Fig. 1: routed metal per tile
Scale bar: 50 µm. 38 x 39 tiles, from dark purple (low) to yellow (high), scaled to the fullest tile. Values are wire area over tile area, all layers added.
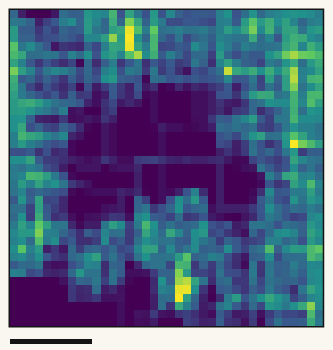
Fig. 2: cell sizes after repair
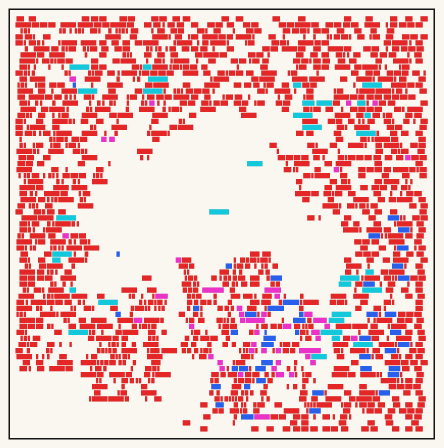
Fig. 3: placed cells, one colour a class
Scale bar: 50 µm.
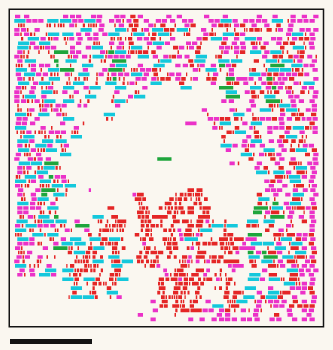
Fig. 4: nets reached from selected ports
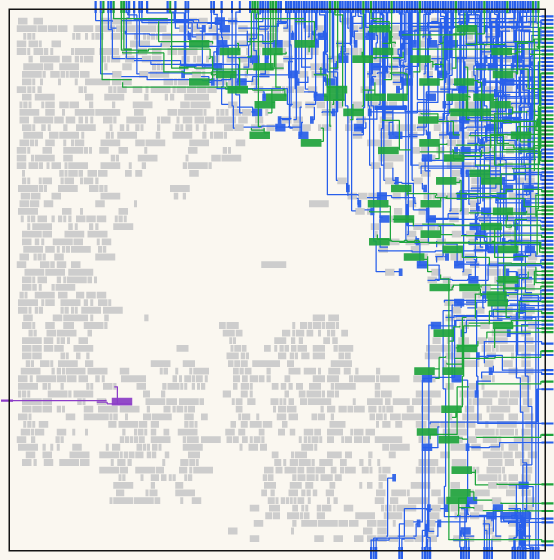
`src/rtl/mem_arbiter.sv`:
```
// Round-robin arbiter/sequencer sharing one memory_unit command port among
// NUM_REQ requesters. Each grant latches the winner's command, pulses execute
// once, waits for is_ready (bounded by a watchdog) and answers the winner with
// a one-cycle done pulse qualified by err.
module mem_arbiter #(
  parameter int NUM_REQ = 3,
  parameter int ADDR_W  = 10,
  parameter int DATA_W  = 66,
  parameter int TIMEOUT = 255
) (
  input  logic                      clk,
  input  logic                      rst,
  input  logic [NUM_REQ-1:0]        req_valid,
  input  logic [2*NUM_REQ-1:0]      req_func,
  input  logic [ADDR_W*NUM_REQ-1:0] req_addr,
  input  logic [DATA_W*NUM_REQ-1:0] req_data,
  output logic [NUM_REQ-1:0]        done,
  output logic                      err,
  output logic [ADDR_W-1:0]         rsp_addr,
  output logic [DATA_W-1:0]         rsp_data,
  output logic                      busy,
  output logic [2:0]                grant_id,
  output logic                      timeout_flag,
  output logic [1:0]                mem_func,
  output logic                      mem_execute,
  output logic [ADDR_W-1:0]         mem_addr_in,
  output logic [DATA_W-1:0]         mem_data_in,
  input  logic                      mem_is_ready,
  input  logic [ADDR_W-1:0]         mem_addr_out,
  input  logic [DATA_W-1:0]         mem_data_out
);

  localparam logic [1:0]  FUNC_ILLEGAL = 2'b11;
  localparam logic [15:0] WDOG_LAST    = 16'(TIMEOUT - 1);

  typedef enum logic [1:0] {S_IDLE, S_ISSUE, S_WAIT, S_DONE} state_t;

  state_t              state_q, state_d;
  logic [2:0]          ptr_q, ptr_d;
  logic [2:0]          grant_q, grant_d;
  logic [1:0]          func_q, func_d;
  logic [ADDR_W-1:0]   maddr_q, maddr_d;
  logic [DATA_W-1:0]   mdata_q, mdata_d;
  logic                exec_q, exec_d;
  logic [ADDR_W-1:0]   raddr_q, raddr_d;
  logic [DATA_W-1:0]   rdata_q, rdata_d;
  logic [NUM_REQ-1:0]  done_q, done_d;
  logic                err_q, err_d;
  logic                busy_q, busy_d;
  logic                tflag_q, tflag_d;
  logic [15:0]         cnt_q, cnt_d;
  logic [2:0]          pick;

  // First valid requester strictly after the pointer, wrapping around.
  function automatic logic [2:0] rr_pick(input logic [NUM_REQ-1:0] v,
                                         input logic [2:0] p);
    logic [2:0]         sel;
    logic               found;
    logic [NUM_REQ-1:0] sh;
    int                 idx;
    sel   = p;
    found = 1'b0;
    for (int k = 1; k <= NUM_REQ; k++) begin
      idx = (int'(p) + k) % NUM_REQ;
      sh  = v >> idx;
      if (!found && sh[0]) begin
        sel   = 3'(idx);
        found = 1'b1;
      end
    end
    return sel;
  endfunction

  // Next-state and next-output computation for the grant/issue/wait/done sequence.
  always_comb begin
    state_d = state_q;
    ptr_d   = ptr_q;
    grant_d = grant_q;
    func_d  = func_q;
    maddr_d = maddr_q;
    mdata_d = mdata_q;
    exec_d  = 1'b0;
    raddr_d = raddr_q;
    rdata_d = rdata_q;
    done_d  = '0;
    err_d   = 1'b0;
    tflag_d = tflag_q;
    cnt_d   = cnt_q;
    pick    = rr_pick(req_valid, ptr_q);
    unique case (state_q)
      S_IDLE: begin
        // Nothing is granted while the memory is initialising or busy.
        if ((|req_valid) && mem_is_ready) begin
          ptr_d   = pick;
          grant_d = pick;
          func_d  = 2'(req_func >> (2 * int'(pick)));
          maddr_d = ADDR_W'(req_addr >> (ADDR_W * int'(pick)));
          mdata_d = DATA_W'(req_data >> (DATA_W * int'(pick)));
          if (func_d == FUNC_ILLEGAL) begin
            // Rejected without ever touching memory.
            state_d = S_DONE;
            done_d  = NUM_REQ'(1) << pick;
            err_d   = 1'b1;
          end else begin
            state_d = S_ISSUE;
            exec_d  = 1'b1;
          end
        end
      end
      S_ISSUE: begin
        state_d = S_WAIT;
        cnt_d   = '0;
      end
      S_WAIT: begin
        if (mem_is_ready) begin
          raddr_d = mem_addr_out;
          rdata_d = mem_data_out;
          state_d = S_DONE;
          done_d  = NUM_REQ'(1) << grant_q;
        end else if (cnt_q == WDOG_LAST) begin
          // Watchdog abort: response registers keep the previous result.
          state_d = S_DONE;
          done_d  = NUM_REQ'(1) << grant_q;
          err_d   = 1'b1;
          tflag_d = 1'b1;
        end else begin
          cnt_d = cnt_q + 16'd1;
        end
      end
      S_DONE: state_d = S_IDLE;
      default: state_d = S_IDLE;
    endcase
    busy_d = (state_d != S_IDLE);
  end

  // State and registered outputs; reset clears everything and points RR at the last requester.
  always_ff @(posedge clk) begin
    if (rst) begin
      state_q <= S_IDLE;
      ptr_q   <= 3'(NUM_REQ - 1);
      grant_q <= '0;
      func_q  <= '0;
      maddr_q <= '0;
      mdata_q <= '0;
      exec_q  <= 1'b0;
      raddr_q <= '0;
      rdata_q <= '0;
      done_q  <= '0;
      err_q   <= 1'b0;
      busy_q  <= 1'b0;
      tflag_q <= 1'b0;
      cnt_q   <= '0;
    end else begin
      state_q <= state_d;
      ptr_q   <= ptr_d;
      grant_q <= grant_d;
      func_q  <= func_d;
      maddr_q <= maddr_d;
      mdata_q <= mdata_d;
      exec_q  <= exec_d;
      raddr_q <= raddr_d;
      rdata_q <= rdata_d;
      done_q  <= done_d;
      err_q   <= err_d;
      busy_q  <= busy_d;
      tflag_q <= tflag_d;
      cnt_q   <= cnt_d;
    end
  end

  assign done         = done_q;
  assign err          = err_q;
  assign rsp_addr     = raddr_q;
  assign rsp_data     = rdata_q;
  assign busy         = busy_q;
  assign grant_id     = grant_q;
  assign timeout_flag = tflag_q;
  assign mem_func     = func_q;
  assign mem_execute  = exec_q;
  assign mem_addr_in  = maddr_q;
  assign mem_data_in  = mdata_q;

endmodule

```
`config.mk`:
```
export PLATFORM = sky130hd
export DESIGN_NAME = mem_arbiter
export DESIGN_NICKNAME = d
export VERILOG_FILES = /design/src/rtl/mem_arbiter.sv
export SDC_FILE = /design/constraint.sdc
export NUM_CORES = 1
export LEC_CHECK = 0
export CAP_MARGIN = 20
export CORE_AREA = 2 2 189 191
export DETAILED_ROUTE_END_ITERATION = 16
export DIE_AREA = 0 0 191 193
export PLACE_DENSITY_LB_ADDON = 0.25
export SYNTH_ARGS = -nofsm -noshare
export SYNTH_HDL_FRONTEND = slang
export SYNTH_SLANG_ARGS = --single-unit
```
`constraint.sdc`:
```
create_clock -name clk -period 5.05 [get_ports clk]
set_clock_uncertainty 0.05 [all_clocks]
set_input_delay 1.01 -clock clk [delete_from_list [all_inputs] [get_ports clk]]
set_output_delay 1.01 -clock clk [all_outputs]
set_load 0.05 [all_outputs]
```
==> results.yml <==
# implementation run metrics
run_status:
  status: "finished, final reports clean"
final_layout:
  seqCellArea_um2: 3670
  syn_to_final_growth_pct: 63.6
  nNetsFinal: 1932
  non_clock_buffer_count: 513
  clkCellAreaFrac_pct: 3.77
  final_area_um2: 15400
  flops: 183
  drive_gt1_share_pct: 7.61
  buf_share_pct: 33.1
  multi_input_comb_cells: 774
  diodes: 7
  comb_area_share_pct: 33.0
  n_all_inverters: 101
floorplan:
  n_tap_cell: 461
  chipArea_um2: 36900
  fp-utilization_pct: 27.0
  die_y_um: 193
  ios: 480
  fp.coreArea_um2: 35000
  rows: 69
clocking:
  postCtsResizedCells: 0
  ctsHoldBuffers: 0
  clock_path_buffers: 2
  htreeDepth: 4
  clock-root-buffer: "clkbuf_16"
  post-cts-setup-buffers: 0
  cts_buffers: 17
  clk_pin_slew_ns: 0.08
  cts_sinks: 183
  clk_latency_ns: 0.45
synthesis:
  synth_warnings: 0
  synth-async-reset-ratio_pct: 0
  enable_flop_cells: 0
  synthCells: 1131
  syn_area_um2: 9440
  topCombFamilyByArea: "AND-OR/OR-AND gates"
  common_cells: "265 x nand2_1, 183 x dfxtp_1, 100 x inv_1"
  ys_sh_simple_pct: 17.9
  syn_area_per_cell_um2: 8.34
  synth_nets: 1473
  synth.most_common_cell: "nand2_1"
  ff_type: "dfxtp_1"
  aoi_share_pct: 19.9
  yosysUniqueCellTypes: 72
  yosys_area_um2: 9440
  synthXorXnorAreaFrac_pct: 2.28
  ys_cells: 1131
  synth_flops: 183
grt:
  antenna_found_initial: 8
  grt_pass1_wl_um: 56000
  grt_start_max_net_pins: 85
  grtUsageTotal_pct: 19.9
placement:
  place_congestion: 0.895
  port_buffers: 479
  dp.cells: 2032
  dp_hpwl_um: 29800
detailed_routing:
  num_vias: 9948
  final_antenna_net_count: 0
  post_drt_wl_per_cell_um: 18.8
  drtIter0Drc: 470
  drc: 0
worst_setup_path:
  arrival_ns: 5.03
  cp_slowest_cell: "dfxtp_2"
  crit_family: "AND-OR/OR-AND gates"
  timing.rr.start: "ptr_q[2]"
  required_ns: 5.31
  path_buffers: 4
  crit_path_start_kind: "register"
  path_class: "reg -> reg"
  reg2regPathDepth: 21
  path_cells: "ha_1 > and2_1 > nor2_1 > ha_1 > ha_1 > inv_1 > o22ai_1 > a211oi_2 > ha_1 > a31o_2 > a211oi_4 > mux2i_2 > o211ai_2 > nor3_1 > buf_4 > a31o_1 > o2bb2ai_4 > buf_12 > nand3_4 > buf_12 > o221ai_1"
power:
  power.total_mw: 8.02
  irDropWorstVdd_v: 0.000372
final_timing:
  worst_pin_slew_ns: 0.966
  hold_viol_final: 0
  holdWs_ns: 0.405
  clock.fmax_mhz: 210
  fin_ws_ns: 0.281
  finalCritPeriodShare_pct: 94.4
  rsz0062_at_grt: "false"
worst_hold_path:
  holdCritStartpoint: "rsp_data[17]"
  hp-class: "reg -> reg"
  holdPathEnd: "rsp_data[17]"
  hold_path_depth: 2
## Picture notes: Fig. 1
fullest tile	0.64
nearly empty tiles	16%
tiles over half the peak	14%
emptiest ninth of the die	centre

## Picture notes: Fig. 2
size	colour	cells	share	most used
drive 6 and up	cyan	32	2.0%	clkbuf_16
drive 3 to 4	magenta	45	2.8%	buf_4
drive 1 or less	red	1,481	92%	clkdlybuf4s50_1
drive 2	blue	45	2.8%	o221ai_2

## Picture notes: Fig. 3
class	colour	cells
all other logic	red	875
flops	cyan	183
other buffers and delay cells	magenta	513
clock drivers and dummy loads	green	32

## Picture notes: Fig. 4
port	colour	bits	direction	edge	end cells	wire
`timeout_flag`	purple	1	output	west	1	54.2 µm
`mem_data_in`	green	66	output	43 east, 23 north	66	2,960 µm
`req_data`	blue	198	input	113 north, 58 east, 27 south	132	9,090 µm

-- power breakdown --
part           switching [mW]  internal [mW]
Clock                   0.690          0.663
Sequential              0.119           1.66
Combinational            2.75           2.13
-- worst min-delay path, stage by stage, from the launching register on --
cell     delay [ns]
dfxtp_1        0.31
nand2_1        0.05
a21oi_1        0.05
-- per-layer routing --
layer / global-route usage, % / wire length, µm / vias up
met2: 32.4 / 18400 / 414
met5: 0 / 10 / -
met1: 23.6 / 15700 / 4612
met4: 9.18 / 1170 / 2
met3: 6.90 / 3520 / 60
li1: - / - / 4860
-- worst max path at each step --
| stage | start | to | slack (ns) | cells after the start |
|---|---|---|---|---|
| after floorplan | ptr_q[0] | mem_addr_in[3] | 0.1 | 23 |
| after global placement | ptr_q[1] | mem_data_in[13] | 0.22 | 21 |
| after detailed placement | ptr_q[1] | mem_data_in[34] | 0.13 | 21 |
| after CTS | ptr_q[1] | mem_data_in[30] | 0.12 | 21 |
| after global routing | ptr_q[2] | done[2] | 0.005 | 20 |
| final | ptr_q[2] | mem_data_in[30] | 0.28 | 21 |
-- cell usage in the layout (no fill, tap or decap), types with 3 or more instances in the layout --
cell and count:
a211oi_1 5, inv_8 6, nand2b_1 4, clkdlybuf4s50_1 478
or3_1 5, and3_1 8, mux2i_1 87, nor3b_1 6
a221oi_1 3, clkbuf_16 17, nand4_1 11, nand3_1 13
o211ai_1 5, nor3_1 11, nand2_1 263, a21oi_1 91
a21o_1 5, xor2_1 8, o21ai_0 13, o221ai_2 21
clkinv_4 3, buf_4 29, o31ai_1 4, nor2_1 46
o221ai_1 58, ha_1 24, xnor2_1 10, inv_1 100
dfxtp_1 180, diode_2 7, buf_12 4, o22ai_1 7
Power figures rest on the tool's default switching activity, not on a simulated workload.
